File: src/rtl/poker_types.sv
// Shared poker card types, font character codes and glyph lookup helpers.
// Used by card_glyph_renderer and other text overlay blocks.
package poker_types;

    typedef logic [3:0] rank_t;

    typedef enum logic [1:0] {
        SUIT_SPADES   = 2'd0,
        SUIT_DIAMONDS = 2'd1,
        SUIT_CLUBS    = 2'd2,
        SUIT_HEARTS   = 2'd3
    } suit_t;

    typedef struct packed {
        rank_t rank;
        suit_t suit;
    } card_t;

    typedef struct packed {
        logic       valid;
        logic [2:0] fx;
        logic       red;
        logic       blank;
        logic       hl;
    } glyph_pipe_t;

    localparam rank_t RANK_ACE  = 4'd0;
    localparam rank_t RANK_TEN  = 4'd9;
    localparam rank_t RANK_JACK = 4'd10;
    localparam rank_t RANK_KING = 4'd12;

    localparam logic [6:0] FONT_CHAR_NONE     = 7'd0;
    localparam logic [6:0] FONT_CHAR_HEARTS   = 7'd3;
    localparam logic [6:0] FONT_CHAR_DIAMONDS = 7'd4;
    localparam logic [6:0] FONT_CHAR_CLUBS    = 7'd5;
    localparam logic [6:0] FONT_CHAR_SPADES   = 7'd6;
    localparam logic [6:0] FONT_CHAR_ZERO     = 7'd48;
    localparam logic [6:0] FONT_CHAR_ONE      = 7'd49;
    localparam logic [6:0] FONT_CHAR_A        = 7'd65;
    localparam logic [6:0] FONT_CHAR_J        = 7'd74;
    localparam logic [6:0] FONT_CHAR_K        = 7'd75;
    localparam logic [6:0] FONT_CHAR_Q        = 7'd81;

    // Ranks 2..9 map onto consecutive digits; Ten shows as "1" then "0".
    function automatic logic [6:0] rank_char(input rank_t r);
        logic [6:0] c;
        c = FONT_CHAR_NONE;
        if (r == RANK_ACE)
            c = FONT_CHAR_A;
        else if (r < RANK_TEN)
            c = FONT_CHAR_ONE + 7'(r);
        else if (r == RANK_TEN)
            c = FONT_CHAR_ONE;
        else if (r == RANK_JACK)
            c = FONT_CHAR_J;
        else if (r == RANK_JACK + 4'd1)
            c = FONT_CHAR_Q;
        else if (r == RANK_KING)
            c = FONT_CHAR_K;
        return c;
    endfunction

    function automatic logic [6:0] suit_char(input suit_t s);
        logic [6:0] c;
        case (s)
            SUIT_SPADES:   c = FONT_CHAR_SPADES;
            SUIT_DIAMONDS: c = FONT_CHAR_DIAMONDS;
            SUIT_CLUBS:    c = FONT_CHAR_CLUBS;
            default:       c = FONT_CHAR_HEARTS;
        endcase
        return c;
    endfunction

endpackage

File: src/rtl/card_glyph_addr.sv
// Combinational cell-local coordinate to font ROM address mapping.
// Left column holds rank (top) and suit (bottom); right column only Ten's "0".
module card_glyph_addr
    import poker_types::*;
(
    input  card_t       card_i,
    input  logic [3:0]  fx_i,
    input  logic [4:0]  fy_i,
    output logic [10:0] addr_o,
    output logic        blank_o,
    output logic        red_o
);

    logic [6:0] ch;

    // Select the character for this quadrant of the cell
    always_comb begin
        ch = FONT_CHAR_NONE;
        if (card_i.rank <= RANK_KING) begin
            if (!fy_i[4] && !fx_i[3])
                ch = rank_char(card_i.rank);
            else if (!fy_i[4] && card_i.rank == RANK_TEN)
                ch = FONT_CHAR_ZERO;
            else if (fy_i[4] && !fx_i[3])
                ch = suit_char(card_i.suit);
        end
        blank_o = (ch == FONT_CHAR_NONE);
        addr_o  = blank_o ? 11'd0 : {ch, fy_i[3:0]};
        red_o   = card_i.suit[0];
    end

endmodule

File: src/rtl/card_glyph_renderer.sv
// Pipelined multi-slot card glyph overlay; latency ROM_LAT+2 from DrawX/DrawY.
// Optional macro CARD_BLINK_EN enables frame-based blinking of highlighted slots.
module card_glyph_renderer
    import poker_types::*;
#(
    parameter int NUM_SLOTS    = 9,
    parameter int SCALE_LOG2   = 0,
    parameter int ROM_LAT      = 1,
    parameter int BLINK_FRAMES = 30,
    localparam int IW          = $clog2(NUM_SLOTS)
) (
    input  logic          Clk,
    input  logic          Reset,
    input  logic [9:0]    DrawX,
    input  logic [9:0]    DrawY,
    input  logic          frame_start,
    input  logic          slot_we,
    input  logic [IW-1:0] slot_idx,
    input  logic [9:0]    slot_x,
    input  logic [9:0]    slot_y,
    input  card_t         slot_card,
    input  logic          slot_visible,
    input  logic          slot_hl,
    input  logic [7:0]    font_data,
    output logic [10:0]   font_address,
    output logic          text_on,
    output logic          red_font,
    output logic          black_font
);

    localparam logic [10:0] CELL_W = 11'(16 << SCALE_LOG2);
    localparam logic [10:0] CELL_H = 11'(32 << SCALE_LOG2);

    logic [9:0]  x_q   [NUM_SLOTS];
    logic [9:0]  y_q   [NUM_SLOTS];
    card_t       card_q[NUM_SLOTS];
    logic        vis_q [NUM_SLOTS];
    logic        hl_q  [NUM_SLOTS];

    logic        hit;
    logic [10:0] dx, dy, hit_dx, hit_dy;
    card_t       hit_card;
    logic        hit_hl;
    logic [10:0] g_addr;
    logic        g_blank, g_red;

    glyph_pipe_t s1_q;
    glyph_pipe_t dl_q[ROM_LAT];
    glyph_pipe_t tail;
    logic        blink_phase;
    logic        pix_on;

    // Slot geometry and card; only the flags need a defined reset value
    always_ff @(posedge Clk) begin
        if (slot_we && int'(slot_idx) < NUM_SLOTS) begin
            x_q[slot_idx]    <= slot_x;
            y_q[slot_idx]    <= slot_y;
            card_q[slot_idx] <= slot_card;
        end
    end

    // Slot visible/highlight flags
    always_ff @(posedge Clk) begin
        if (Reset) begin
            for (int i = 0; i < NUM_SLOTS; i++) begin
                vis_q[i] <= 1'b0;
                hl_q[i]  <= 1'b0;
            end
        end else if (slot_we && int'(slot_idx) < NUM_SLOTS) begin
            vis_q[slot_idx] <= slot_visible;
            hl_q[slot_idx]  <= slot_hl;
        end
    end

    // Hit test; scanning downward lets the lowest index win on overlap
    always_comb begin
        hit      = 1'b0;
        dx       = '0;
        dy       = '0;
        hit_dx   = '0;
        hit_dy   = '0;
        hit_card = '0;
        hit_hl   = 1'b0;
        for (int i = NUM_SLOTS - 1; i >= 0; i--) begin
            dx = {1'b0, DrawX} - {1'b0, x_q[i]};
            dy = {1'b0, DrawY} - {1'b0, y_q[i]};
            if (vis_q[i] && dx < CELL_W && dy < CELL_H) begin
                hit      = 1'b1;
                hit_dx   = dx;
                hit_dy   = dy;
                hit_card = card_q[i];
                hit_hl   = hl_q[i];
            end
        end
    end

    card_glyph_addr u_addr (
        .card_i  (hit_card),
        .fx_i    (4'(hit_dx >> SCALE_LOG2)),
        .fy_i    (5'(hit_dy >> SCALE_LOG2)),
        .addr_o  (g_addr),
        .blank_o (g_blank),
        .red_o   (g_red)
    );

    // Stage 1: ROM address plus per-pixel attributes
    always_ff @(posedge Clk) begin
        if (Reset) begin
            font_address <= '0;
            s1_q         <= '0;
        end else begin
            font_address <= hit ? g_addr : 11'd0;
            s1_q.valid   <= hit;
            s1_q.fx      <= 3'(hit_dx >> SCALE_LOG2);
            s1_q.red     <= g_red;
            s1_q.blank   <= g_blank;
            s1_q.hl      <= hit_hl;
        end
    end

    // Delay line matching the font ROM read latency
    always_ff @(posedge Clk) begin
        if (Reset) begin
            for (int k = 0; k < ROM_LAT; k++)
                dl_q[k] <= '0;
        end else begin
            dl_q[0] <= s1_q;
            for (int k = 1; k < ROM_LAT; k++)
                dl_q[k] <= dl_q[k-1];
        end
    end

    assign tail   = dl_q[ROM_LAT-1];
    assign pix_on = tail.valid & ~tail.blank & font_data[~tail.fx]
                  & ~(tail.hl & blink_phase);

    // Output stage
    always_ff @(posedge Clk) begin
        if (Reset) begin
            text_on    <= 1'b0;
            red_font   <= 1'b0;
            black_font <= 1'b0;
        end else begin
            text_on    <= pix_on;
            red_font   <= pix_on & tail.red;
            black_font <= pix_on & ~tail.red;
        end
    end

`ifdef CARD_BLINK_EN
    localparam int BW = $clog2(BLINK_FRAMES + 1);
    logic [BW-1:0] frame_cnt_q;
    logic          blink_phase_q;

    // Frame counter toggles the blink phase every BLINK_FRAMES frames
    always_ff @(posedge Clk) begin
        if (Reset) begin
            frame_cnt_q   <= '0;
            blink_phase_q <= 1'b0;
        end else if (frame_start) begin
            if (frame_cnt_q == BW'(BLINK_FRAMES - 1)) begin
                frame_cnt_q   <= '0;
                blink_phase_q <= ~blink_phase_q;
            end else begin
                frame_cnt_q <= frame_cnt_q + 1'b1;
            end
        end
    end

    assign blink_phase = blink_phase_q;
`else
    assign blink_phase = frame_start & 1'b0;
`endif

endmodule

File: config.mk
export PLATFORM = sky130hd
export DESIGN_NAME = card_glyph_renderer
export DESIGN_NICKNAME = d
export VERILOG_FILES = /design/src/rtl/poker_types.sv /design/src/rtl/card_glyph_addr.sv /design/src/rtl/card_glyph_renderer.sv
export SDC_FILE = /design/constraint.sdc
export NUM_CORES = 1
export LEC_CHECK = 0
export CORE_ASPECT_RATIO = 2
export CORE_MARGIN = 10
export CORE_UTILIZATION = 40
export DETAILED_ROUTE_END_ITERATION = 6
export SLEW_MARGIN = 20
export SYNTH_ARGS = -nofsm -noshare
export SYNTH_HDL_FRONTEND = slang
export SYNTH_HIERARCHICAL = 1
export SYNTH_SLANG_ARGS = --single-unit
export TNS_END_PERCENT = 100
File: constraint.sdc
create_clock -name Clk -period 8.1 [get_ports Clk]
set_input_delay 2.025 -clock Clk [delete_from_list [all_inputs] [get_ports Clk]]
set_output_delay 2.025 -clock Clk [all_outputs]
set_load 0.02 [all_outputs]
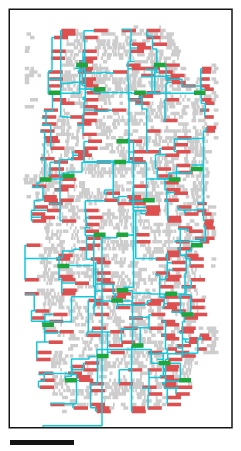
(images/clock_wires.png)
The bar under the picture is 50 um long.
[green] clock-net drivers | count: 27
[cyan] clock wires | length: 4230 um
[red] flip-flops | count: 269
flops lie: widely spread
routed clock nets: 28
clock group share of total power: 37.6%
Clock Skews: 21.98 ps
clock distribution power: 1300 uW
insertion delay at the late pin of the worst-skew pair: 580 ps

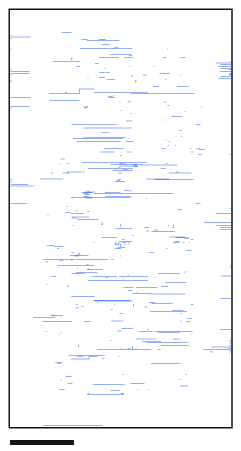
(images/m3.png)
The bar under the picture is 50 um long.
longest straight run: 62.1 um
main direction: horizontal
nets with wire on the layer: 209
routed wire length: 63960 um
total via count after detailed routing: 15550
met3 Track Usage GR: 2.212%

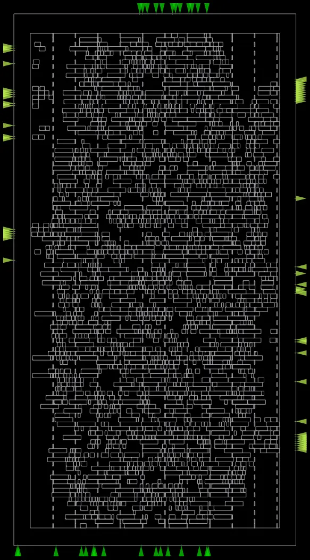
(images/placed.png)
tap cell count: 627
registers: 269
Layout fillers: 4515

==> results.json <==
{
  "fp_nets": 2172,
  "cts-root-to-sink-buffers": 3,
  "finalWeightedCongestion": 0.9407,
  "final_hold_viol_count": 0,
  "power_top_consumer": "sequential cells",
  "timing_max_transition_violations_final": 0,
  "total_switching_power_uw": 952.6,
  "finalClockPeriodUsage_pct": 90.91,
  "worst_setup_path_end_kind": "flop",
  "start_kind": "input port",
  "cellInternalPower_uw": 2492,
  "fraction_of_layout_instances_using_a_drive_strength_above_1_pct": 10.11,
  "slew_headroom_pct": 26.54,
  "route.detailed.drc": 0,
  "timing.hold.worst.class": "flop to flop",
  "cts.repair.resized": 0,
  "io_buffer_count": 75,
  "die_area_um2": 56910,
  "timing.final.crit_period_ps": 7364,
  "worstReg2RegStart": "y_q[6][0]$_DFFE_PP_",
  "synthCells": 1904,
  "grt_remaining_overflow": 0,
  "timing.setup.critical_path_class": "input port to flop",
  "pin_count": 78,
  "critPathSlowestCell": "sky130_fd_sc_hd__or4_1",
  "wire_length_of_the_first_global_routing_pass_um": 94430,
  "clock_edge_transition_at_the_registers_on_the_reported_setup_and_hold_paths_ps": 70,
  "drtIter0Drc": 1010,
  "fp-utilization_pct": 40.41,
  "seq_power_uw": 1550,
  "ctsHtreeMaxLevel": 1,
  "synthesis.area_per_instance_um2": 9.934,
  "critical-path-max-stage-delay_ps": 590,
  "yosysWarningCount": 6,
  "root_buffer": "sky130_fd_sc_hd__clkbuf_16",
  "max_slew.worst_pin.slew_ps": 1099,
  "placement.setup.worst_slack_ps": 174.4,
  "setup_repair_bufs_after_cts": 0,
  "r2r_setup_slack_ps": 2480,
  "timing.final.setup_violations": 0,
  "detailedRoute.firstPassIterationCount": 5,
  "cts_inserted_buffers": 27,
  "floorplan.core_area_um2": 46800,
  "crit_path_frequent_cell": "sky130_fd_sc_hd__buf_4",
  "die-width_um": 173.8,
  "pin_count_of_the_biggest_net_entering_global_routing": 28,
  "grt_antenna_before_repair": 2,
  "power.ir.vdd_worst_v": 0.0001429,
  "rr_worst_depth": 20,
  "cp.arrival_ps": 7870,
  "fmax_mhz": 135.8,
  "fin_ws_ps": 736.4,
  "grt_pass1_vias": 15570,
  "regToRegEndpoint": "s1_q[1]$_SDFF_PP0_",
  "worstPathRequired_ps": 8610,
  "hpwlAfterDp_um": 48910,
  "tns_ps": 0,
  "cts_num_sinks": 269,
  "area_delta_synth_final_pct": 16.57,
  "crit_path_max_fanout": 11,
  "postCtsHoldBufs": 0,
  "antenna_left": 0,
  "antenna_cells_inserted": 0,
  "unrepaired_setup_endpoints_after_global_routing": "false",
  "combinationalPowerShare_pct": 17.4,
  "rows": 112,
  "design.final.nets": 2354,
  "status": "complete, no violations",
  "synthesis.area_um2": 18910,
  "static-leakage-power_uw": 0.009031,
  "detail_route.vias_per_cell": 5.688,
  "p_per_area_nw_per_um2": 156.2,
  "hold_path_startpoint": "dl_q[0][2]$_SDFF_PP0_",
  "hold_path_depth": 1,
  "drv.max_cap_violation_count": 0,
  "warning_count": 32,
  "switching_share_pct": 27.66,
  "die_h_um": 327.5,
  "min_delay_worst_endpoint": "black_font$_SDFF_PP0_",
  "p_comb_uw": 600,
  "tritoncts": "yes",
  "power_frac_seq_pct": 44.9
}
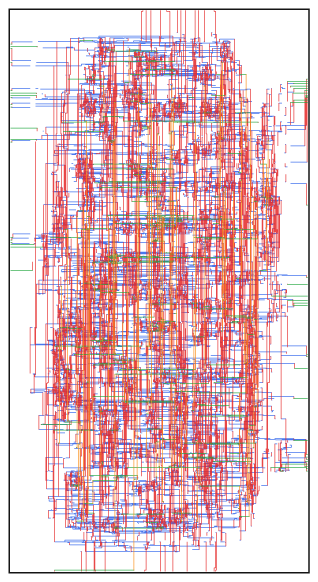
(images/layers.png)
| color | layer | wire length |
|---|---|---|
| green | M3 | 2710 um |
| red | M2 | 33.1 mm |
| blue | M1 | 22.5 mm |
| orange | M4 | 5610 um |
overall track demand over capacity in global routing: 21.86%
Wirelength per Cell: 23.40 um

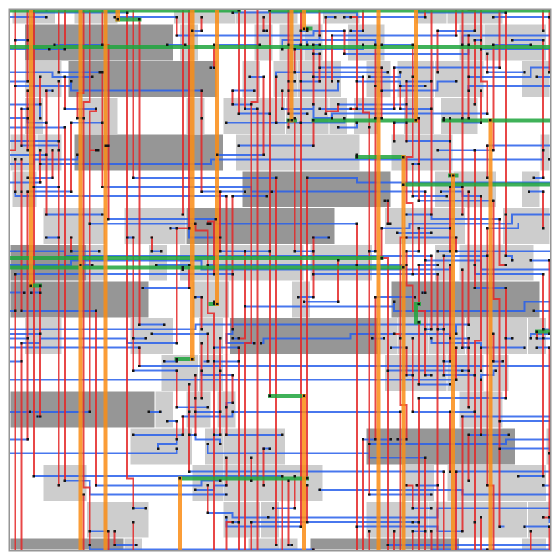
(images/closeup.png)
Region (67, 78) to (107, 118) um. Cells in gray, sequential cells in the stronger gray; small squares are vias.
| color | layer |
|---|---|
| orange | M4 |
| green | M3 |
| blue | M1 |
| red | M2 |
most frequent: inv_1 (13), ha_1 (13), edfxtp_1 (11)
sequential cells in the window: 11
netlist names of flops here include: `x_q` (11)
cells with their middle in the window: 88

-- routing by layer --
layer | track usage [%] | share of wire (%) | up-vias
li1 | - | - | 7429
met1 | 21.94 | 35 | 7437
met2 | 40.66 | 52 | 489
met3 | 2.212 | 4.2 | 191
met4 | 16.59 | 8.8 | 0
met5 | 0 | 0 | -
-- stage by stage --
step           instance area [um2]  util, %  total power, uW  hold WS, ps  std cells
2_1_floorplan                18910        -             1927        383.3       1904
3_3_place_gp                 21150    45.19             2160        390.0       2683
3_5_place_dp                 21150    45.19             2171        399.8       2683
4_1_cts                      22020    47.05             3463        411.1       2732
5_1_grt                      22050    47.11             3566        431.3       2733
6_report                     22050    47.11             3444        403.4       2733
-- worst max-delay path by stage --
stage,slack [ps],startpoint,endpoint,depth (start not counted)
after floorplan,1420,DrawY[0],font_address[0]$_SDFF_PP0_,22
after global placement,230,DrawX[0],s1_q[1]$_SDFF_PP0_,24
after detailed placement,170,DrawX[0],s1_q[1]$_SDFF_PP0_,25
after CTS,750,DrawX[0],s1_q[1]$_SDFF_PP0_,25
after global routing,470,DrawX[0],s1_q[1]$_SDFF_PP0_,25
final,740,DrawX[0],s1_q[1]$_SDFF_PP0_,25
-- cells in the final DEF (no fill, tap or decap), types with 25 or more instances in the layout --
cell and n:
sky130_fd_sc_hd__o21ai_0 109, sky130_fd_sc_hd__dfxtp_1 26, sky130_fd_sc_hd__a31oi_1 28, sky130_fd_sc_hd__nand2_1 78, sky130_fd_sc_hd__nor3_1 48, sky130_fd_sc_hd__a21oi_1 93
sky130_fd_sc_hd__clkbuf_16 28, sky130_fd_sc_hd__nand3_1 39, sky130_fd_sc_hd__nand2b_1 44, sky130_fd_sc_hd__edfxtp_1 243, sky130_fd_sc_hd__o21a_1 45, sky130_fd_sc_hd__ha_1 186
sky130_fd_sc_hd__nor2b_1 56, sky130_fd_sc_hd__buf_4 111, sky130_fd_sc_hd__o2111ai_1 25, sky130_fd_sc_hd__xnor2_1 27, sky130_fd_sc_hd__inv_1 252, sky130_fd_sc_hd__nor2_1 141
sky130_fd_sc_hd__clkdlybuf4s50_1 75
-- worst max-delay path, delay by kind of cell --
family,cells,cell delay (ps)
adder cells (fa/ha/maj),3,910
buffers and inverters,6,1260
AND/OR/NAND/NOR,8,2080
AND-OR/OR-AND,8,1580
-- cell type report --
| type | count | area (um2) | area share [%] |
|---|---|---|---|
| clock buffer | 37 | 754.5 | 3.422 |
| multi-input combinational | 1346 | 9976 | 45.24 |
| timing repair buffer | 189 | 1652 | 7.491 |
| clock inverter | 12 | 115.1 | 0.5221 |
| sequential | 269 | 7818 | 35.46 |
| tap | 627 | 784.5 | 3.558 |
| inverter | 253 | 949.7 | 4.307 |
-- sequential cells by signal, indices dropped and copies added, names as in the netlist --
register and cells:
y_q 90, dl_q 6, black_font 1, s1_q 6, red_font 1, text_on 1
card_q 54, font_address 11, vis_q 9, x_q 90
No activity file was given, so power comes from the tool's default toggle rates.
